## config.mk

```make
export PLATFORM = sky130hd
export DESIGN_NAME = dsp_mul_rr_scheduler_flat
export DESIGN_NICKNAME = d
export VERILOG_FILES = /design/src/rtl/dsp_mul_rr_scheduler_if.sv /design/src/rtl/dsp_mul_rr_scheduler.sv /design/src/flat_wrapper.sv
export SDC_FILE = /design/constraint.sdc
export NUM_CORES = 1
export LEC_CHECK = 0
export CAP_MARGIN = 20
export CELL_PAD_IN_SITES_DETAIL_PLACEMENT = 0
export CELL_PAD_IN_SITES_GLOBAL_PLACEMENT = 2
export CORE_MARGIN = 4
export CORE_UTILIZATION = 18
export DETAILED_ROUTE_END_ITERATION = 8
export PLACE_DENSITY_LB_ADDON = 0.1
export SLEW_MARGIN = 20
export SYNTH_ARGS = -nofsm -noshare
export SYNTH_HDL_FRONTEND = slang
export SYNTH_SLANG_ARGS = --single-unit
```

## constraint.sdc

```tcl
create_clock -name sys_clk -period 6.1 [get_ports sys_clk]
set_input_delay 0.61 -clock sys_clk [delete_from_list [all_inputs] [get_ports sys_clk]]
set_output_delay 0.61 -clock sys_clk [all_outputs]
set_load 0.01 [all_outputs]
```

## src/rtl/dsp_mul_rr_scheduler_if.sv

```systemverilog
// Requester, multiplier and response signals of the shared Q15 multiplier scheduler.
// The slave modport is the scheduler's view. The master modport is the view of the
// surrounding logic: the requesters plus the multiplier that returns mul_q.
interface dsp_mul_rr_scheduler_if #(
    parameter int D_W  = 16,
    parameter int NREQ = 4
);
    localparam int IDX_W = (NREQ > 1) ? $clog2(NREQ) : 1;

    // requester side
    logic [NREQ-1:0]     req_valid;
    logic [NREQ-1:0]     req_ready;
    logic [NREQ*D_W-1:0] req_a;
    logic [NREQ*D_W-1:0] req_b;

    // multiplier side
    logic                mul_ce;
    logic [D_W-1:0]      mul_a;
    logic [D_W-1:0]      mul_b;
    logic [D_W-1:0]      mul_q;

    // response side
    logic [NREQ-1:0]     rsp_valid;
    logic [IDX_W-1:0]    rsp_idx;
    logic [D_W-1:0]      rsp_data;
    logic                busy;

    modport master (
        output req_valid, req_a, req_b, mul_q,
        input  req_ready, mul_ce, mul_a, mul_b, rsp_valid, rsp_idx, rsp_data, busy
    );

    modport slave (
        input  req_valid, req_a, req_b, mul_q,
        output req_ready, mul_ce, mul_a, mul_b, rsp_valid, rsp_idx, rsp_data, busy
    );
endinterface

```

## src/rtl/dsp_mul_rr_scheduler.sv

```systemverilog
// Round-robin scheduler for one pipelined 16x16 signed Q15 multiplier.
// Each cycle one requester is granted. Its operands go straight to the multiplier.
// A tag {idx, sat} travels alongside the multiplier pipe, so every product returns
// to its requester in issue order. The only Q15 overflow case is -1 * -1; it is
// patched to 7FFFh on the way out.
module dsp_mul_rr_scheduler #(
    parameter int D_W     = 16,
    parameter int NREQ    = 4,
    parameter int MUL_LAT = 3
) (
    input  logic                  sys_clk,
    input  logic                  rst_n,
    input  logic                  en,
    dsp_mul_rr_scheduler_if.slave bus
);
    localparam int IDX_W = (NREQ > 1) ? $clog2(NREQ) : 1;
    localparam logic [D_W-1:0]   Q_MIN    = {1'b1, {(D_W-1){1'b0}}};
    localparam logic [D_W-1:0]   Q_MAX    = {1'b0, {(D_W-1){1'b1}}};
    localparam logic [IDX_W-1:0] LAST_IDX = IDX_W'(NREQ - 1);

    typedef struct packed {
        logic [IDX_W-1:0] idx;
        logic             sat;
    } tag_t;

    logic                     run;
    logic [IDX_W-1:0]         rr_ptr;
    logic                     gnt_vld;
    logic [IDX_W-1:0]         gnt_idx;
    logic [NREQ-1:0][D_W-1:0] a_vec;
    logic [NREQ-1:0][D_W-1:0] b_vec;
    logic [D_W-1:0]           gnt_a;
    logic [D_W-1:0]           gnt_b;
    logic                     gnt_sat;
    logic [MUL_LAT-1:0]       vld_pipe;
    tag_t [MUL_LAT-1:0]       tag_pipe;
    logic [NREQ-1:0]          rsp_vld_q;
    logic [IDX_W-1:0]         rsp_idx_q;
    logic [D_W-1:0]           rsp_data_q;

    // The reset term keeps grants and operands at zero while rst_n is low,
    // even if requesters still hold valid.
    assign run   = en & rst_n;
    assign a_vec = bus.req_a;
    assign b_vec = bus.req_b;

    // Round-robin search starting at rr_ptr. The first valid requester wins.
    always_comb begin
        int               c;
        logic [IDX_W-1:0] cidx;
        gnt_vld = 1'b0;
        gnt_idx = '0;
        c       = 0;
        cidx    = '0;
        for (int k = 0; k < NREQ; k++) begin
            c = int'(rr_ptr) + k;
            if (c >= NREQ) c = c - NREQ;
            cidx = IDX_W'(c);
            if (!gnt_vld && bus.req_valid[cidx]) begin
                gnt_vld = 1'b1;
                gnt_idx = cidx;
            end
        end
        if (!run) gnt_vld = 1'b0;
    end

    // One-hot ready, one bit per requester. A bit rises only together with its valid.
    for (genvar g = 0; g < NREQ; g++) begin : g_req
        assign bus.req_ready[g] = gnt_vld && (gnt_idx == IDX_W'(g));
    end

    // The granted operands feed the multiplier's input registers directly.
    assign gnt_a      = gnt_vld ? a_vec[gnt_idx] : '0;
    assign gnt_b      = gnt_vld ? b_vec[gnt_idx] : '0;
    assign gnt_sat    = (gnt_a == Q_MIN) && (gnt_b == Q_MIN);
    assign bus.mul_a  = gnt_a;
    assign bus.mul_b  = gnt_b;
    assign bus.mul_ce = run;

    // After a grant, the pointer moves to the requester just past the winner.
    always_ff @(posedge sys_clk or negedge rst_n) begin
        if (!rst_n) begin
            rr_ptr <= '0;
        end else if (en && gnt_vld) begin
            rr_ptr <= (gnt_idx == LAST_IDX) ? '0 : gnt_idx + 1'b1;
        end
    end

    // The tag pipe mirrors the multiplier pipe stage for stage. It freezes with en,
    // which also freezes the multiplier through mul_ce.
    always_ff @(posedge sys_clk or negedge rst_n) begin
        if (!rst_n) begin
            vld_pipe <= '0;
            tag_pipe <= '0;
        end else if (en) begin
            vld_pipe[0] <= gnt_vld;
            tag_pipe[0] <= '{idx: gnt_idx, sat: gnt_sat};
            for (int s = 1; s < MUL_LAT; s++) begin
                vld_pipe[s] <= vld_pipe[s-1];
                tag_pipe[s] <= tag_pipe[s-1];
            end
        end
    end

    // The response register captures the product when the last tag stage is valid.
    // The strobe lasts one cycle. The index and data hold until the next result.
    always_ff @(posedge sys_clk or negedge rst_n) begin
        if (!rst_n) begin
            rsp_vld_q  <= '0;
            rsp_idx_q  <= '0;
            rsp_data_q <= '0;
        end else begin
            rsp_vld_q <= '0;
            if (en && vld_pipe[MUL_LAT-1]) begin
                rsp_vld_q[tag_pipe[MUL_LAT-1].idx] <= 1'b1;
                rsp_idx_q  <= tag_pipe[MUL_LAT-1].idx;
                rsp_data_q <= tag_pipe[MUL_LAT-1].sat ? Q_MAX : bus.mul_q;
            end
        end
    end

    assign bus.rsp_valid = rsp_vld_q;
    assign bus.rsp_idx   = rsp_idx_q;
    assign bus.rsp_data  = rsp_data_q;
    assign bus.busy      = |vld_pipe;
endmodule
```

## src/flat_wrapper.sv

```systemverilog
// flat-port wrapper written by rule: the top's interface ports become plain ports
module dsp_mul_rr_scheduler_flat 
#(
    parameter int D_W     = 16,
    parameter int NREQ    = 4,
    parameter int MUL_LAT = 3
)
  (sys_clk, rst_n, en, bus_req_valid, bus_req_a, bus_req_b, bus_mul_q, bus_req_ready, bus_mul_ce, bus_mul_a, bus_mul_b, bus_rsp_valid, bus_rsp_idx, bus_rsp_data, bus_busy);
  dsp_mul_rr_scheduler_if #(.D_W(D_W), .NREQ(NREQ)) bus_i ();
  input  logic sys_clk;
  input  logic rst_n;
  input  logic en;
  input wire logic [$bits(bus_i.req_valid)-1:0] bus_req_valid;
  input wire logic [$bits(bus_i.req_a)-1:0] bus_req_a;
  input wire logic [$bits(bus_i.req_b)-1:0] bus_req_b;
  input wire logic [$bits(bus_i.mul_q)-1:0] bus_mul_q;
  output wire logic [$bits(bus_i.req_ready)-1:0] bus_req_ready;
  output wire logic [$bits(bus_i.mul_ce)-1:0] bus_mul_ce;
  output wire logic [$bits(bus_i.mul_a)-1:0] bus_mul_a;
  output wire logic [$bits(bus_i.mul_b)-1:0] bus_mul_b;
  output wire logic [$bits(bus_i.rsp_valid)-1:0] bus_rsp_valid;
  output wire logic [$bits(bus_i.rsp_idx)-1:0] bus_rsp_idx;
  output wire logic [$bits(bus_i.rsp_data)-1:0] bus_rsp_data;
  output wire logic [$bits(bus_i.busy)-1:0] bus_busy;
  assign bus_i.req_valid = bus_req_valid;
  assign bus_i.req_a = bus_req_a;
  assign bus_i.req_b = bus_req_b;
  assign bus_i.mul_q = bus_mul_q;
  assign bus_req_ready = bus_i.req_ready;
  assign bus_mul_ce = bus_i.mul_ce;
  assign bus_mul_a = bus_i.mul_a;
  assign bus_mul_b = bus_i.mul_b;
  assign bus_rsp_valid = bus_i.rsp_valid;
  assign bus_rsp_idx = bus_i.rsp_idx;
  assign bus_rsp_data = bus_i.rsp_data;
  assign bus_busy = bus_i.busy;
  dsp_mul_rr_scheduler #(.D_W(D_W), .NREQ(NREQ), .MUL_LAT(MUL_LAT)) u_core (.sys_clk(sys_clk), .rst_n(rst_n), .en(en), .bus(bus_i));
endmodule
```

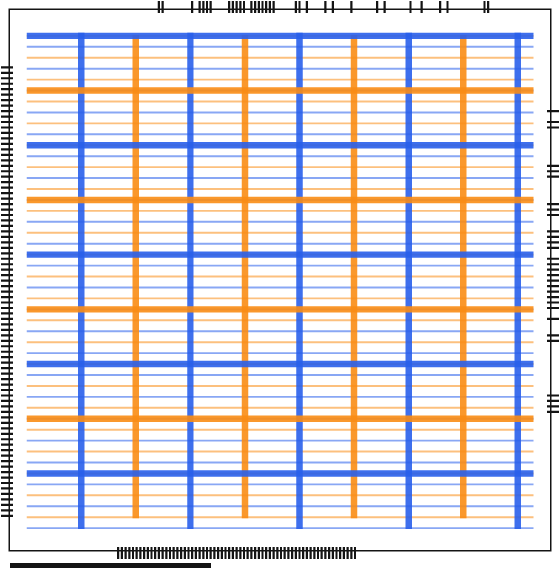
Fig. 1. Supply network.
Scale bar: 50 um. Pins as bars on the die edge.
Blue is VSS. Orange is VDD.
9 straps on met5. 211 signal pins sit on the boundary. 9 straps on met4.
maximum VDD drop: 0.1322 mV
Core Footprint: 15,430 um^2
die width: 134.3 um
die span in y: 134.3 um

==> flow_summary.yaml <==
# synthesis and place-and-route metrics
logic_synthesis:
  synthFlopType: "dfrtp_1"
  ys_sh_aoi: 0.2302
  yosysWarnings: 0
  synth_seq_share: 0.3139
  mux_share: 0.04621
  simple_gate_area_frac: 0.3221
  yosys.cell_types.count: 47
  syn_area_um2: 2870
  synth.logic.top_family: "simple AND/OR/NAND/NOR gates"
  async_flop_share: 1.000
  top_cell: "nand2_1"
  synthCells: 375
  synthDominantCellAreaShare: 0.3139
  synth-adder-area-share: 0.01744
  xor_share: 0
  ys_ff: 36
  topCellsByArea: "dfrtp_1, nand2_1, and3_1, a211oi_1, a311oi_1"
  fp_nets: 530
  common_cells: "nand2_1, dfrtp_1, and3_1"
  synth-edff-count: 0
  yosys-stat-area_um2: 2870
  yosys_cells: 375
  syn-mean-instance-area_um2: 7.654
cells_and_area:
  sh_comb_area: 0.3391
  nonClkBufAreaFrac: 0.4062
  sh_seq_area: 0.1720
  area_dominant_class: "buffers"
  buffers: 214
  fillCellCount: 1655
  nNonClkInverters: 4
  largest_register_ffs: 16
  final_cell_area_um2: 5236
  logic_gate_count: 302
  final-clk-cell-share: 0.02748
  diodes: 2
  fin_util: 0.3394
  nets: 718
  areaGrowthSynthToFinish_pct: 82.43
  fin_cells: 777
  comb_area_um2: 1775
  layout.area.seq_um2: 900.9
  seq_cell_count: 36
  drive_gt1_frac: 0.06206
cts:
  postCtsHoldBufs: 0
  clkSinkCount: 36
  cts_buffer_depth: 2
  root_buffer: "clkbuf_16"
  tritoncts: "built"
  path_clk_slew_ns: 0.06
  cts_resized: 0
  htreeDepth: 2
  numCtsBuffers: 5
  clock_latency_ns: 0.27
setup_path:
  cpLargestDelayFamily: "buffers and inverters"
  reg2reg_depth: 10
  r2r_setup_slack_ns: 2.28
  crit_path_end_kind: "primary output"
  timing.rr.end: "u_core.tag_pipe[0]$_DFFE_PN0P_"
  slowest_delay_ns: 0.57
  path_class: "input port to primary output"
  path_max_fanout: 64
  r2r-start: "u_core.rr_ptr[0]$_DFFE_PN0P_"
  crit_arrival_ns: 4.11
  cp_num_buf_inv: 4
  worst-path-stages: 10
  worst_path_most_repeated_cell: "clkdlybuf4s50_1"
  startpoint: "bus_req_valid[2]"
  crit_path_cell_trace: "clkdlybuf4s50_1, nor2b_1, a211o_1, buf_4, and2_4, clkinv_4, a211oi_1, a31oi_1, and2_1, clkdlybuf4s50_1"
  required_ns: 5.49
  crit_end: "bus_mul_a[13]"
  crit_path_start_kind: "input port"
sta:
  finalSetupViolations: 0
  drv_slew: 0
  min_period_ns: 4.725
  finalHoldViolCount: 0
  fmax_ghz: 0.2116
  holdWs_ns: 0.4335
  finalClockSkew_ns: 0.004529
  final.setup.worst_slack_ns: 1.375
  timing.final.crit_share: 0.7746
  rsz0062_at_grt: "no"
  fin_setup_tns_ns: 0
  max_slew_margin: 0.3336
  tightestPinTransition_ns: 0.9997
floorplanning:
  taps: 211
  initCoreUtil: 0.1861
  io_pins: 211
  chipArea_um2: 18030
power_and_ir_drop:
  internal_power_uw: 881.4
  combinationalPowerShare: 0.596
  swShare: 0.4156
  pwr-share-clk: 0.162
  pg_seq_uw: 364
  p_per_area_nw_per_um2: 288.0
  p_total_mw: 1.508
  comb-power_uw: 899
  p_clk_uw: 245
  top_power_group: "combinational logic"
  power_frac_seq: 0.241
place:
  dp_hpwl_um: 10490
  place_inst: 767
  place_ws_ns: 1.365
  io_buffers: 210
  post_dp_cell_area_um2: 5087
global_route:
  grt_antenna_before_repair: 2
  grt_max_degree: 65
  overflow: 0
  grt_util_all_layers: 0.1427
  grt_first_pass_wirelength_um: 20520
  grt_pass1_vias: 3696
job:
  cap_violations: 0
  warning_count: 29
min_path:
  hold_path.class: "input port to asynchronous set/reset pin"
drt:
  remaining_drc_errors: 0
  dr_total_vias: 3501
  ant_nets: 0
  viasPerCell: 4.506
  drt-initial-drc-count: 116
  postRouteWirelength_um: 13510
  drtPass1Iterations: 6
  routedWlPerCell_um: 17.38
run_status:
  status: "finished clean"
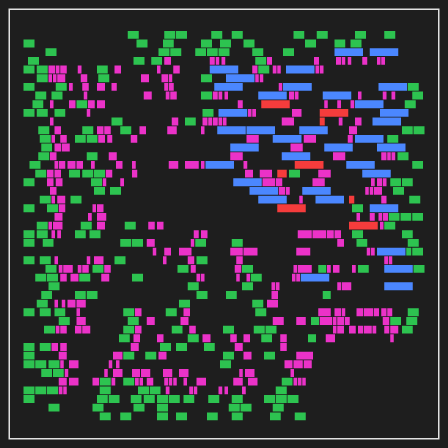
Fig. 2. Cell classes on the final placement.
Green is remaining buffers and delay cells, cells 214, share of their area 43%. Red is clock drivers and dummy loads, cells 8, share of their area 2.9%. Magenta is remaining logic cells, cells 306, share of their area 36%. Blue is registers, cells 36, share of their area 18%.

routing by layer:
metal | share of wire | up-vias | global-route usage
met2 | 0.49 | 142 | 0.2494
met3 | 0.085 | 15 | 0.04951
li1 | - | 1727 | -
met1 | 0.41 | 1617 | 0.1665
met4 | 0.018 | 0 | 0.03733
met5 | 0 | - | 0
cells in the final DEF, fill, tap and decap left out, types with 3 or more instances in the layout:
cell             count
a311oi_1            17
nor2_1               5
and2_1              12
mux2_2              10
a21oi_1              3
a211oi_1            28
buf_4                4
o21ai_0             19
nand2_1            116
nor4_1               4
clkdlybuf4s50_1    209
clkbuf_16            5
nor2b_1              5
ha_1                 4
nand3_1              5
dfrtp_1             36
and3_1              35
a31oi_1             11
No activity file was given, so power comes from the tool's default toggle rates.
